--- config.mk ---
export PLATFORM = sky130hd
export DESIGN_NAME = uart8250_bus_seq
export DESIGN_NICKNAME = d
export VERILOG_FILES = /design/src/rtl/uart8250_bus_seq.sv
export SDC_FILE = /design/constraint.sdc
export NUM_CORES = 1
export LEC_CHECK = 0
export CAP_MARGIN = 20
export CORE_MARGIN = 2
export CORE_UTILIZATION = 30
export DETAILED_ROUTE_END_ITERATION = 10
export PLACE_DENSITY = 0.49
export SKIP_LAST_GASP = 1
export SYNTH_ARGS = -nofsm -noshare
export SYNTH_HDL_FRONTEND = slang
export SYNTH_SLANG_ARGS = --single-unit
export TNS_END_PERCENT = 30
--- constraint.sdc ---
create_clock -name clk -period 2.49 [get_ports clk]
set_input_delay 0.6225 -clock clk [delete_from_list [all_inputs] [get_ports clk]]
set_output_delay 0.6225 -clock clk [all_outputs]
set_load 0.01 [all_outputs]
--- src/rtl/uart8250_bus_seq.sv ---
// uart8250_bus_seq: sequences single commands into strobed bus cycles for an
// 8250-style serial controller and returns one response per command.
//
// Ports:
//   clk, rst                  clock and asynchronous active-high reset
//   cmd_valid/ready/op/data   command handshake (op: 00 TX, 01 RX, 10 MCTRL, 11 STATUS)
//   rsp_valid/ready/data/err  response handshake
//   cs, wr, rd (active low)   chip select, control-write and status-read strobes
//   a0                        data/status address select
//   dis, dos (active high)    data-write and data-read strobes
//   bus_out                   data driven to the controller
//   bus_in, bus_en            data and valid qualifier returned by the controller
module uart8250_bus_seq #(
    parameter int unsigned STROBE_CYC = 2,
    parameter int unsigned TXWAIT_MAX = 255
) (
    input  logic       clk,
    input  logic       rst,
    input  logic       cmd_valid,
    output logic       cmd_ready,
    input  logic [1:0] cmd_op,
    input  logic [7:0] cmd_data,
    output logic       rsp_valid,
    input  logic       rsp_ready,
    output logic [7:0] rsp_data,
    output logic       rsp_err,
    output logic       cs,
    output logic       wr,
    output logic       rd,
    output logic       a0,
    output logic       dis,
    output logic       dos,
    output logic [7:0] bus_out,
    input  logic [7:0] bus_in,
    input  logic       bus_en
);

    localparam logic [1:0] OpTx     = 2'b00;
    localparam logic [1:0] OpRx     = 2'b01;
    localparam logic [1:0] OpMctrl  = 2'b10;
    localparam logic [1:0] OpStatus = 2'b11;

    localparam logic [3:0] StrobeLast = 4'(STROBE_CYC - 1);
    localparam logic [7:0] TxWaitMax  = 8'(TXWAIT_MAX);

    typedef enum logic [2:0] {StIdle, StSetup, StStrobe, StHold, StEval, StResp} state_t;
    typedef enum logic [1:0] {PhStatus, PhCtrl, PhRead, PhWrite} phase_t;

    state_t     state_q, state_d;
    phase_t     phase_q, phase_d;
    logic [1:0] op_q, op_d;
    logic [7:0] data_q, data_d;
    logic [3:0] strb_cnt_q, strb_cnt_d;
    logic [7:0] poll_q, poll_d;
    logic [7:0] samp_q, samp_d;
    logic       samp_en_q, samp_en_d;
    logic       a0_q, a0_d;
    logic [7:0] bus_out_q, bus_out_d;
    logic       rsp_valid_q, rsp_valid_d;
    logic [7:0] rsp_data_q, rsp_data_d;
    logic       rsp_err_q, rsp_err_d;
    logic       ready_en_q;
    logic [7:0] poll_inc;
    logic       accept;
    logic       strobe;

    assign accept = cmd_valid & cmd_ready;
    // Saturating increment: the poll counter never wraps.
    assign poll_inc = (poll_q == 8'hFF) ? poll_q : poll_q + 8'd1;

    always_comb begin
        state_d     = state_q;
        phase_d     = phase_q;
        op_d        = op_q;
        data_d      = data_q;
        strb_cnt_d  = strb_cnt_q;
        poll_d      = poll_q;
        samp_d      = samp_q;
        samp_en_d   = samp_en_q;
        a0_d        = a0_q;
        bus_out_d   = bus_out_q;
        rsp_valid_d = rsp_valid_q;
        rsp_data_d  = rsp_data_q;
        rsp_err_d   = rsp_err_q;

        case (state_q)
            StIdle: begin
                if (accept) begin
                    op_d      = cmd_op;
                    data_d    = cmd_data;
                    poll_d    = 8'd0;
                    state_d   = StSetup;
                    a0_d      = 1'b0;
                    bus_out_d = 8'd0;
                    case (cmd_op)
                        OpTx:     phase_d = PhStatus;
                        OpRx:     phase_d = PhRead;
                        OpMctrl: begin
                            phase_d   = PhCtrl;
                            bus_out_d = cmd_data;
                        end
                        OpStatus: phase_d = PhStatus;
                        default:  phase_d = PhStatus;
                    endcase
                end
            end
            StSetup: begin
                strb_cnt_d = 4'd0;
                state_d    = StStrobe;
            end
            StStrobe: begin
                if (strb_cnt_q == StrobeLast) begin
                    // Only the last strobe cycle samples the returned bus.
                    samp_d    = bus_in;
                    samp_en_d = bus_en;
                    state_d   = StHold;
                end else begin
                    strb_cnt_d = strb_cnt_q + 4'd1;
                end
            end
            StHold: state_d = StEval;
            StEval: begin
                state_d     = StResp;
                rsp_valid_d = 1'b1;
                rsp_err_d   = 1'b0;
                case (phase_q)
                    PhCtrl:  rsp_data_d = data_q;
                    PhWrite: rsp_data_d = data_q;
                    PhRead: begin
                        rsp_data_d = samp_q;
                        rsp_err_d  = ~samp_en_q;
                    end
                    default: begin
                        rsp_data_d = {4'b0, samp_q[3:0]};
                        if (op_q == OpTx) begin
                            poll_d = poll_inc;
                            if (samp_q[3]) begin
                                // CTS set: follow with the data-write phase.
                                state_d     = StSetup;
                                rsp_valid_d = 1'b0;
                                rsp_data_d  = rsp_data_q;
                                phase_d     = PhWrite;
                                a0_d        = 1'b1;
                                bus_out_d   = data_q;
                            end else if (poll_inc == TxWaitMax) begin
                                rsp_err_d = 1'b1;
                            end else begin
                                state_d     = StSetup;
                                rsp_valid_d = 1'b0;
                                rsp_data_d  = rsp_data_q;
                                a0_d        = 1'b0;
                                bus_out_d   = 8'd0;
                            end
                        end
                    end
                endcase
            end
            StResp: begin
                if (rsp_ready) begin
                    rsp_valid_d = 1'b0;
                    state_d     = StIdle;
                end
            end
            default: state_d = StIdle;
        endcase
    end

    always_ff @(posedge clk or posedge rst) begin
        if (rst) begin
            state_q     <= StIdle;
            phase_q     <= PhStatus;
            op_q        <= 2'b00;
            data_q      <= 8'd0;
            strb_cnt_q  <= 4'd0;
            poll_q      <= 8'd0;
            samp_q      <= 8'd0;
            samp_en_q   <= 1'b0;
            a0_q        <= 1'b0;
            bus_out_q   <= 8'd0;
            rsp_valid_q <= 1'b0;
            rsp_data_q  <= 8'd0;
            rsp_err_q   <= 1'b0;
            ready_en_q  <= 1'b0;
        end else begin
            state_q     <= state_d;
            phase_q     <= phase_d;
            op_q        <= op_d;
            data_q      <= data_d;
            strb_cnt_q  <= strb_cnt_d;
            poll_q      <= poll_d;
            samp_q      <= samp_d;
            samp_en_q   <= samp_en_d;
            a0_q        <= a0_d;
            bus_out_q   <= bus_out_d;
            rsp_valid_q <= rsp_valid_d;
            rsp_data_q  <= rsp_data_d;
            rsp_err_q   <= rsp_err_d;
            // Holds cmd_ready low until the first edge after reset release.
            ready_en_q  <= 1'b1;
        end
    end

    // Strobes decode straight from the state register so reset kills them at once.
    assign strobe    = (state_q == StStrobe);
    assign cs        = ~(strobe & ((phase_q == PhCtrl) | (phase_q == PhStatus)));
    assign wr        = ~(strobe & (phase_q == PhCtrl));
    assign rd        = ~(strobe & (phase_q == PhStatus));
    assign dis       = strobe & (phase_q == PhWrite);
    assign dos       = strobe & (phase_q == PhRead);
    assign a0        = a0_q;
    assign bus_out   = bus_out_q;
    assign cmd_ready = ready_en_q & (state_q == StIdle) & ~rsp_valid_q;
    assign rsp_valid = rsp_valid_q;
    assign rsp_data  = rsp_data_q;
    assign rsp_err   = rsp_err_q;

endmodule

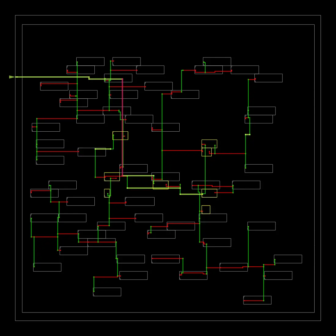
(images/clock_nets.png)
Clock Latency Late Sink: 0.32 ns
Num CTS Buffers: 5
Clock Sinks: 56
clock buf count: 5

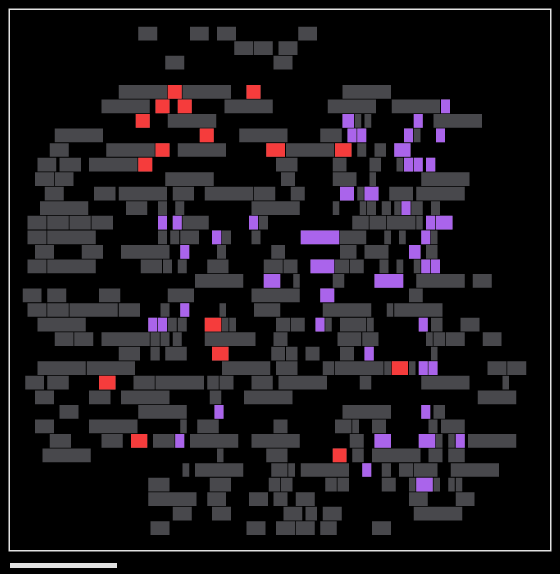
(images/gates.png)
Bar = 20 um.
Key: purple = aoi and oai cells [cells 46]; red = non-inverting ao/oa cells [cells 16]

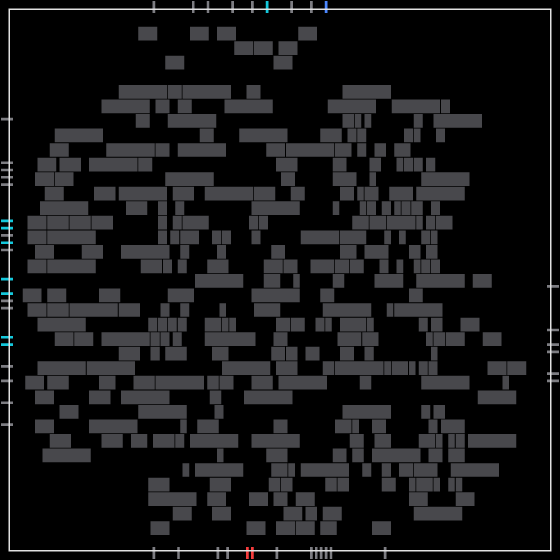
(images/pinout.png)
Pins as bars across the die edge, other pins in gray.
Key: red = cmd_op [pins 2, direction input, edge south]; cyan = cmd_data [pins 8, direction input, edge 7 west, 1 north]; blue = a0 [pins 1, direction output, edge north]
All pins by edge: 20 west, 13 south, 9 north, 6 east.

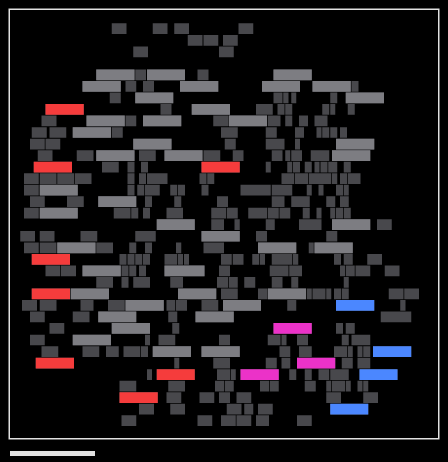
(images/ff_map.png)
Bar = 20 um. Other sequential cells in the stronger gray, the rest of the logic in the fainter gray.
Key: blue = strb_cnt_q [flops 4, where south-east]; magenta = state_q [flops 3]; red = samp_q [flops 8]

==> area by class of cell <==
class | count | area (sq um) | share of cell area
flip-flops and latches | 56 | 1403 | 0.3906
multi-input cells | 187 | 1324 | 0.3686
repair buffers | 65 | 616.8 | 0.1718
well taps | 111 | 138.9 | 0.03868
clock buffers | 5 | 68.82 | 0.01916
clock inverters | 3 | 21.27 | 0.005923
inverters | 5 | 18.77 | 0.005226
==> critical path, cell delays in order (launching register included) <==
cell and delay [ns]:
dfrtp_1 0.39, nand2b_1 0.21, or3_1 0.34, or2_2 0.27, dlygate4sd2_1 0.28
==> logic make-up (layout without fill, tap and decap cells) <==
family,after synthesis,count (layout)
and+or+nand+nor,86,86
adders and majority gates,3,3
muxes,33,33
DFF,56,56
other,1,1
buffers and inverters,21,78
xor gates and xnor gates,2,2
AOI/OAI and AO/OA,62,62
==> how the worst max path moves through the flow <==
stage,to,slack [ns],cells past startpoint
final,rd,0.05,4
after global routing,rsp_data[2],-0.01,7
after CTS,dos,-0.08,3
after detailed placement,rsp_data[6],0.14,7
after global placement,rsp_data[4],0.24,7
after floorplan,rsp_data[0],0.22,7
==> through the flow <==
stage,instances,util,instance area (sq um),power (mW),setup TNS (ns)
2_1_floorplan,264,-,2821,2.696,0
3_3_place_gp,424,0.3801,3496,3.424,0
3_5_place_dp,424,0.3801,3496,3.439,0
4_1_cts,432,0.3898,3585,3.970,-0.07861
5_1_grt,432,0.3905,3591,4.222,-0.07323
6_report,432,0.3905,3591,3.929,0
==> repair_timing <==
| item | 4_1_cts | 5_1_grt |
|---|---|---|
| resized | 1 | 3 |
| setup buffers | 0 | 0 |
| endpoints found under the setup margin | 2 | 9 |
==> impl_metrics.py <==
# Auto-generated metrics
metrics = {
    "grt": {
        "grt_usage": 0.1400,
        "grt_pass1_vias": 2220,
        "grt_max_degree": 57,
        "use_met3": 0.02635,
        "grt_pass1_wl_um": 11290,
        "overflow": 0,
        "gr-max-usage-layer": "met2",
        "use_met2": 0.2256,
        "antenna_found_initial": 0,
        "use_met1": 0.1930,
    },
    "power_and_ir_drop": {
        "ir_drop_uv": 353.3,
        "p_switching_mw": 1.442,
        "pg_clk_uw": 526,
        "seq_power_mw": 1.70,
        "seqPwrFrac": 0.433,
        "powerDensity_nw_per_um2": 1094,
        "pwr-share-comb": 0.433,
        "power_leader": "sequential cells",
        "power.share.clock": 0.134,
        "leakage_nw": 1.521,
        "netSwitchingFraction": 0.3671,
        "comb-power_mw": 1.70,
        "p_int_mw": 2.486,
    },
    "drt": {
        "top_layer": "met4",
        "drtAntennaViolNets": 0,
        "vias_per_cell": 5.248,
        "routedLengthMet1_um": 3240,
        "wire_per_inst_um": 16.00,
        "postRouteWirelength_um": 6910,
        "met3WireLength_um": 243,
        "drtIter0Drc": 69,
        "drt-pass1-iter-count": 4,
        "drc": 0,
        "dr_wl_met2_um": 3336,
        "vias": 2267,
    },
    "synth": {
        "synth_area_sq_um": 2821,
        "yosysTopAreaCell": "dfrtp_1",
        "aoi_share": 0.1508,
        "synth.comb.largest_family": "simple AND/OR/NAND/NOR gates",
        "synthArstFlopShare": 1.000,
        "ys_sh_mux": 0.1304,
        "ys_sh_simple": 0.1654,
        "synth.net_count": 290,
        "avgSynthCellArea_sq_um": 10.69,
        "synth-edff-count": 0,
        "common_cells": "dfrtp_1, mux2_2, a21oi_1, nand2_1, nand3_1",
        "top_cell": "dfrtp_1",
        "ys_cells": 264,
        "ys_sh_adder": 0.01330,
        "yosys.area.top_type_share": 0.4967,
        "netlist_instances": 264,
        "netlist-cell-type-count": 52,
        "ys_top_cells_by_area": "dfrtp_1, mux2_2, a21oi_1, nand3_1, nand2_1",
        "yosys-stat-area_sq_um": 2821,
        "ys_ff": 56,
        "ys_sh_xor": 0.006208,
        "yosysWarnings": 0,
        "synth_seq_share": 0.4967,
        "flop_cell": "dfrtp_1",
    },
    "die": {
        "die_h_um": 101.0,
        "core_area_sq_um": 9196,
        "initCoreUtil": 0.3068,
        "row_count": 35,
        "dieArea_sq_um": 10200,
        "pin_count": 48,
        "fp.dieW_um": 101.0,
    },
    "status": {
        "status": "finished clean",
    },
    "setup_path": {
        "rr_worst_depth": 7,
        "worstSetupPathType": "flip-flop to primary output",
        "r2r_start": "poll_q[1]",
        "crit_path_start_kind": "flip-flop",
        "crit_start": "state_q[2]",
        "cp.arrival_ns": 1.82,
        "cp.required_ns": 1.87,
        "crit_fanout": 5,
        "r2r_end": "rsp_data[4]",
        "rrSetupSlack_ns": 0.16,
        "end_kind": "primary output",
    },
    "min_path": {
        "hp-start": "bus_out[0]",
        "worstHoldPathCells": 1,
        "hold_path_class": "flip-flop to flip-flop",
        "hold_path_end": "bus_out[0]",
    },
    "placement": {
        "pre_cts_ws_ns": 0.1424,
        "place.detailed.hpwl_um": 4913,
        "io_buffers": 47,
        "place_congestion": 0.8003,
    },
    "clock_network": {
        "root_buffer": "clkbuf_8",
        "tritoncts": "built",
        "clockBufferDepth": 2,
        "cts.reportedPaths.clkPinSlew_ns": 0.11,
        "htree_levels": 2,
        "holdBufCountCts": 0,
    },
    "timing": {
        "slew_viol_final": 0,
        "rsz0062_at_grt": "yes",
        "layout_setup_ws_ns": 0.05088,
        "max_slew.worst_pin.slew_ns": 0.8094,
        "whs_ns": 0.4950,
        "post-route-min-period_ns": 2.439,
        "final-hold-violation-count": 0,
        "relSlewSlack": 0.4604,
        "clock_skew_ns": 0.007629,
        "fin_crit_sh": 0.9796,
        "max_freq_mhz": 410.0,
        "finalSetupViolCount": 0,
    },
    "flow_run": {
        "cap_violations": 0,
        "warnings": 29,
    },
    "finish": {
        "fill_cells": 935,
        "final_cell_mix": "dfrtp_1, clkdlybuf4s50_1, mux2_2",
        "lay_top_count": "dfrtp_1",
        "fin_nets": 346,
        "synthToLayoutAreaGrowth_pct": 27.27,
        "n_antenna_cell": 0,
        "final_layout_size_suffix_gt1_frac": 0.2181,
    },
}
No activity file was given, so power comes from the tool's default toggle rates.
